File: src/rtl/s_type_store_pkg.sv
// Shared load/store definitions for the RV32I data-memory path: opcodes,
// funct3 encodings, lane geometry and the store request FSM states.
package s_type_store_pkg;

  localparam logic [6:0] OPC_STORE = 7'b0100011;
  localparam logic [6:0] OPC_LOAD  = 7'b0000011;

  localparam logic [2:0] F3_SB = 3'b000;
  localparam logic [2:0] F3_SH = 3'b001;
  localparam logic [2:0] F3_SW = 3'b010;

  localparam int NUM_LANES = 4;
  localparam int LANE_W    = 8;

  typedef logic [NUM_LANES-1:0] be_t;

  typedef enum logic {IDLE, REQ} state_t;

  function automatic logic st_f3_legal(input logic [2:0] f3);
    return (f3 == F3_SB) || (f3 == F3_SH) || (f3 == F3_SW);
  endfunction

endpackage

File: src/rtl/s_type_store_align.sv
// Combinational lane steering for SB/SH/SW: replicates store data across the
// byte lanes, picks byte enables from ea[1:0] and flags misaligned SH/SW.
module store_align
  import s_type_store_pkg::*;
(
  input  logic [2:0]  funct3,
  input  logic [1:0]  ea_lo,
  input  logic [31:0] in2,
  output logic [31:0] wdata,
  output logic [3:0]  be,
  output logic        misaligned
);

  logic [NUM_LANES-1:0][LANE_W-1:0] lanes;
  be_t                              lane_be;

  for (genvar i = 0; i < NUM_LANES; i++) begin : g_lane
    localparam int HALF = i / 2;
    localparam int HSEL = i % 2;
    logic [LANE_W-1:0] d;
    logic              en;

    always_comb begin
      d  = in2[LANE_W*i +: LANE_W];
      en = 1'b0;
      case (funct3)
        F3_SB: begin
          d  = in2[LANE_W-1:0];
          en = (ea_lo == 2'(i));
        end
        // Halfword lanes follow ea[1] only; ea[0] is either rejected or dropped.
        F3_SH: begin
          d  = in2[LANE_W*HSEL +: LANE_W];
          en = (ea_lo[1] == 1'(HALF));
        end
        F3_SW: en = 1'b1;
        default: ;
      endcase
    end

    assign lanes[i]   = d;
    assign lane_be[i] = en;
  end

  assign wdata = lanes;
  assign be    = lane_be;

  always_comb begin
    misaligned = 1'b0;
    case (funct3)
      F3_SH:   misaligned = ea_lo[0];
      F3_SW:   misaligned = (ea_lo != 2'b00);
      default: misaligned = 1'b0;
    endcase
  end

endmodule

File: src/rtl/s_type_store.sv
// S-type store port: computes rs1+imm, steers rs2 onto byte lanes and holds a
// valid/ready write request until memory accepts. STORE_MISALIGN_CHECK_EN
// enables rejection of misaligned SH/SW with a one-cycle misalign pulse.
module s_type_store
  import s_type_store_pkg::*;
#(
  parameter int ADDR_W = 32
) (
  input  logic              clk,
  input  logic              rst_n,
  input  logic              issue,
  input  logic [6:0]        opcode,
  input  logic [2:0]        funct3,
  input  logic [11:0]       imm,
  input  logic [31:0]       in1,
  input  logic [31:0]       in2,
  output logic              busy,
  output logic              d_valid,
  input  logic              d_ready,
  output logic [ADDR_W-1:0] d_addr,
  output logic [31:0]       d_wdata,
  output logic [3:0]        d_be,
  output logic              st_done,
  output logic              misalign
);

  state_t      state;
  logic [31:0] ea;
  logic [31:0] al_wdata;
  logic [3:0]  al_be;
  logic        al_mis;
  logic        accept;
  logic        reject;

  assign ea     = in1 + {{20{imm[11]}}, imm};
  assign accept = issue && (opcode == OPC_STORE) && st_f3_legal(funct3);

  store_align u_align (
    .funct3     (funct3),
    .ea_lo      (ea[1:0]),
    .in2        (in2),
    .wdata      (al_wdata),
    .be         (al_be),
    .misaligned (al_mis)
  );

`ifdef STORE_MISALIGN_CHECK_EN
  assign reject = al_mis;
`else
  // Without the check, SW drops ea[1:0] and SH steers on ea[1] alone.
  assign reject = 1'b0;
  logic unused_mis;
  assign unused_mis = al_mis;
`endif

  assign d_valid = (state == REQ);
  assign busy    = d_valid;

  always_ff @(posedge clk or negedge rst_n) begin
    if (!rst_n) begin
      state    <= IDLE;
      d_addr   <= '0;
      d_wdata  <= '0;
      d_be     <= '0;
      st_done  <= 1'b0;
      misalign <= 1'b0;
    end else begin
      st_done  <= 1'b0;
      misalign <= 1'b0;
      case (state)
        IDLE: begin
          if (accept) begin
            if (reject) begin
              misalign <= 1'b1;
            end else begin
              state   <= REQ;
              d_addr  <= {ea[ADDR_W-1:2], 2'b00};
              d_wdata <= al_wdata;
              d_be    <= al_be;
            end
          end
        end
        REQ: begin
          if (d_ready) begin
            state   <= IDLE;
            st_done <= 1'b1;
          end
        end
        default: state <= IDLE;
      endcase
    end
  end

endmodule

File: config.mk
export PLATFORM = sky130hd
export DESIGN_NAME = s_type_store
export DESIGN_NICKNAME = d
export VERILOG_FILES = /design/src/rtl/s_type_store_pkg.sv /design/src/rtl/s_type_store_align.sv /design/src/rtl/s_type_store.sv
export SDC_FILE = /design/constraint.sdc
export NUM_CORES = 1
export LEC_CHECK = 0
export CORE_MARGIN = 2
export CORE_UTILIZATION = 50
export DETAILED_ROUTE_END_ITERATION = 10
export PLACE_DENSITY = 0.95
export SLEW_MARGIN = 20
export SYNTH_ARGS = -nofsm -noshare
export SYNTH_HDL_FRONTEND = slang
export SYNTH_SLANG_ARGS = --single-unit
File: constraint.sdc
create_clock -name clk -period 3.7 [get_ports clk]
set_clock_uncertainty 0.15 [all_clocks]
set_input_delay 0.74 -clock clk [delete_from_list [all_inputs] [get_ports clk]]
set_output_delay 0.74 -clock clk [all_outputs]
set_load 0.01 [all_outputs]
==> deck_impl_summary.md <==
Flow Results at a Glance

CTS
  – Root Driver: clkbuf_8
  – Post-CTS Setup Inserts: 0
  – Total CTS buffers: 9
  – Clk sink count: 68
  – Number of gates resized after CTS: 0
  – CTS H-tree depth: 3
  – CTS tree: yes
  – Post-CTS Hold Buffers: 0

Worst setup path
  – Crit path capture type: register
  – Critical Path Stages: 11
  – Reg2Reg Depth: 7
  – Worst R2R Setup Slack: ~1.2 ns
  – Critical Path Fanout Max: 4
  – Arr. time, crit path: ~3.4 ns
  – Crit-path max cell delay: 0.53 ns
  – Worst R2R End: d_addr[9]$_DFFE_PN0P_
  – Setup crit start: in1[0]
  – Worst r2r src: busy$_DFF_PN0_

Detailed routing
  – Met3 wire length: 1040 um
  – Initial DRC Count: 224
  – Vias per cell: slightly below 6

Worst hold path
  – Hold Crit Depth: 2
  – Worst hold endpoint: d_addr[4]$_DFFE_PN0P_
  – Hold path start: d_addr[4]$_DFFE_PN0P_
  – Min-Delay Path Class: reg -> reg

Finish
  – Clkbuf count: 9
  – Reg with most FFs: d_wdata
  – Nets: 834
  – Layout clock area frac: 0.0394
  – Area growth, synth to finish: 41.0%
  – Highest-count cells in the layout ignoring fill and taps: clkdlybuf4s50_1 (157), nand2_1 (108), dfrtp_1 (68), o21ai_0 (67), a21oi_1 (41)
  – Largest registers: d_wdata (32), d_addr (30), d_be (4)

Power and ir drop
  – Clock Power Share: 0.371
  – Seq group: approximately 0.79 mW
  – Switching Share: 0.290
  – Maximum VDD drop: 0.178 mV
  – Comb power frac: 0.273
  – Pwr Total: around 2.2 mW
  – Int Power: ~1.6 mW
  – Biggest consumer: clock
  – PwrDens: roughly 340 nW/um2

Logic synthesis
  – Sequential fraction of the synthesis area: 0.361
  – Adders+Majority by Area: 0.0866
  – Seq cells post-synth: roughly 68
  – Post-synth top flop: dfrtp_1
  – Synth top cells by count: nand2_1 (108), dfrtp_1 (68), o21ai_0 (67)
  – Simple-gate share of the synthesized area: 0.183
  – Fraction of registers with async set/reset: 1.00
  – Chip Area, Yosys: 4710 um2
  – Yosys cell types: 56
  – Yosys xor share: 0.0390
  – # Cells Yosys: roughly 560

Outcome
  – Status: completed

Floorplan
  – Die Y-Extent: between 100 and 150 um
  – Die Size: 10200 um2
  – FP Util: 0.512
  – Die width: 101 um

Place
  – IO Port Bufs: 158
  – Placed cells: 812
  – Pre-CTS setup slack: 0.102 ns
  – Dpl cell area: 6380 um2

Timing
  – Fin Setup TNS: 0 ns
  – Max Clk Rate: slightly above 300 MHz
  – Final Cycle Share: 0.884
  – Max Slew Vio Count: 0
  – Relative slew slack: 0.395
  – Hold_ws: 0.328 ns
  – Worst-margin pin slew: 0.907 ns
  – Tmin final: between 3 and 4 ns

Global route
  – Global-route wire length before repair: ~23000 um
  – Vias in the first global route: 4762
  – Grt met2 use: 0.495
  – M3 GR Usage: 0.0576
  – Global routing's busiest layer: met2

Flow run
  – Tool warnings: 26
  – Max_cap viols: 0
**Signal metal coverage by tile**

20 x 20 tiles, from black (low) to pale yellow (high), scaled to the fullest tile. Values are wire area over tile area, all layers added.
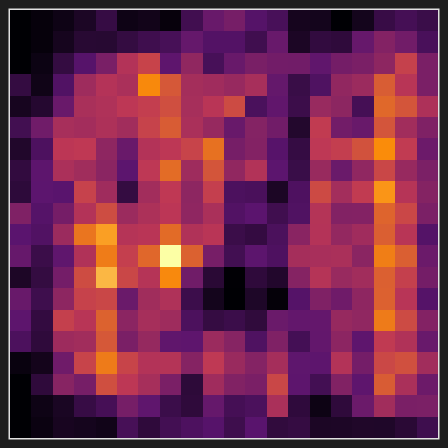
densest ninth of the die: right middle
tiles over half the peak: 18%
nearly empty tiles: 3.3%
GRT Overall Usage: 0.285
DR vias: 4856
WL final: 14700 um
Routed WL per cell: 17.7 um

**Cell classes on the final placement**

Bar = 20 um. Fill, decap, tap and diode cells in grey.
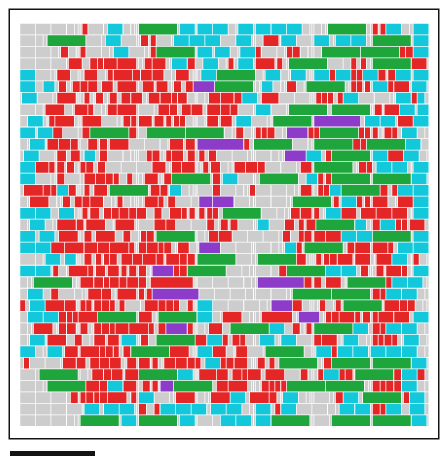
| colour | class | cells | share of their area |
|---|---|---|---|
| purple | clock drivers and dummy loads | 15 | 4.0% |
| green | registers | 68 | 26% |
| red | remaining logic cells | 463 | 44% |
| cyan | remaining buffers and delay cells | 170 | 26% |
post-layout util: 0.722
# rows: 35
final instance area: 6640 um2
sequential share of cell area: 0.256
core area: 9200 um2

**Placement view**

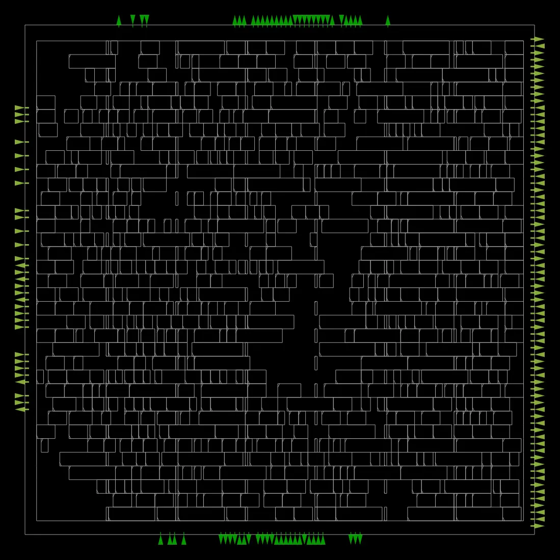
Tap Count: 111
Fill cells: 700
Flops: 68
final cell count without fillers: 827

Power is estimated from default activity; no workload was simulated.
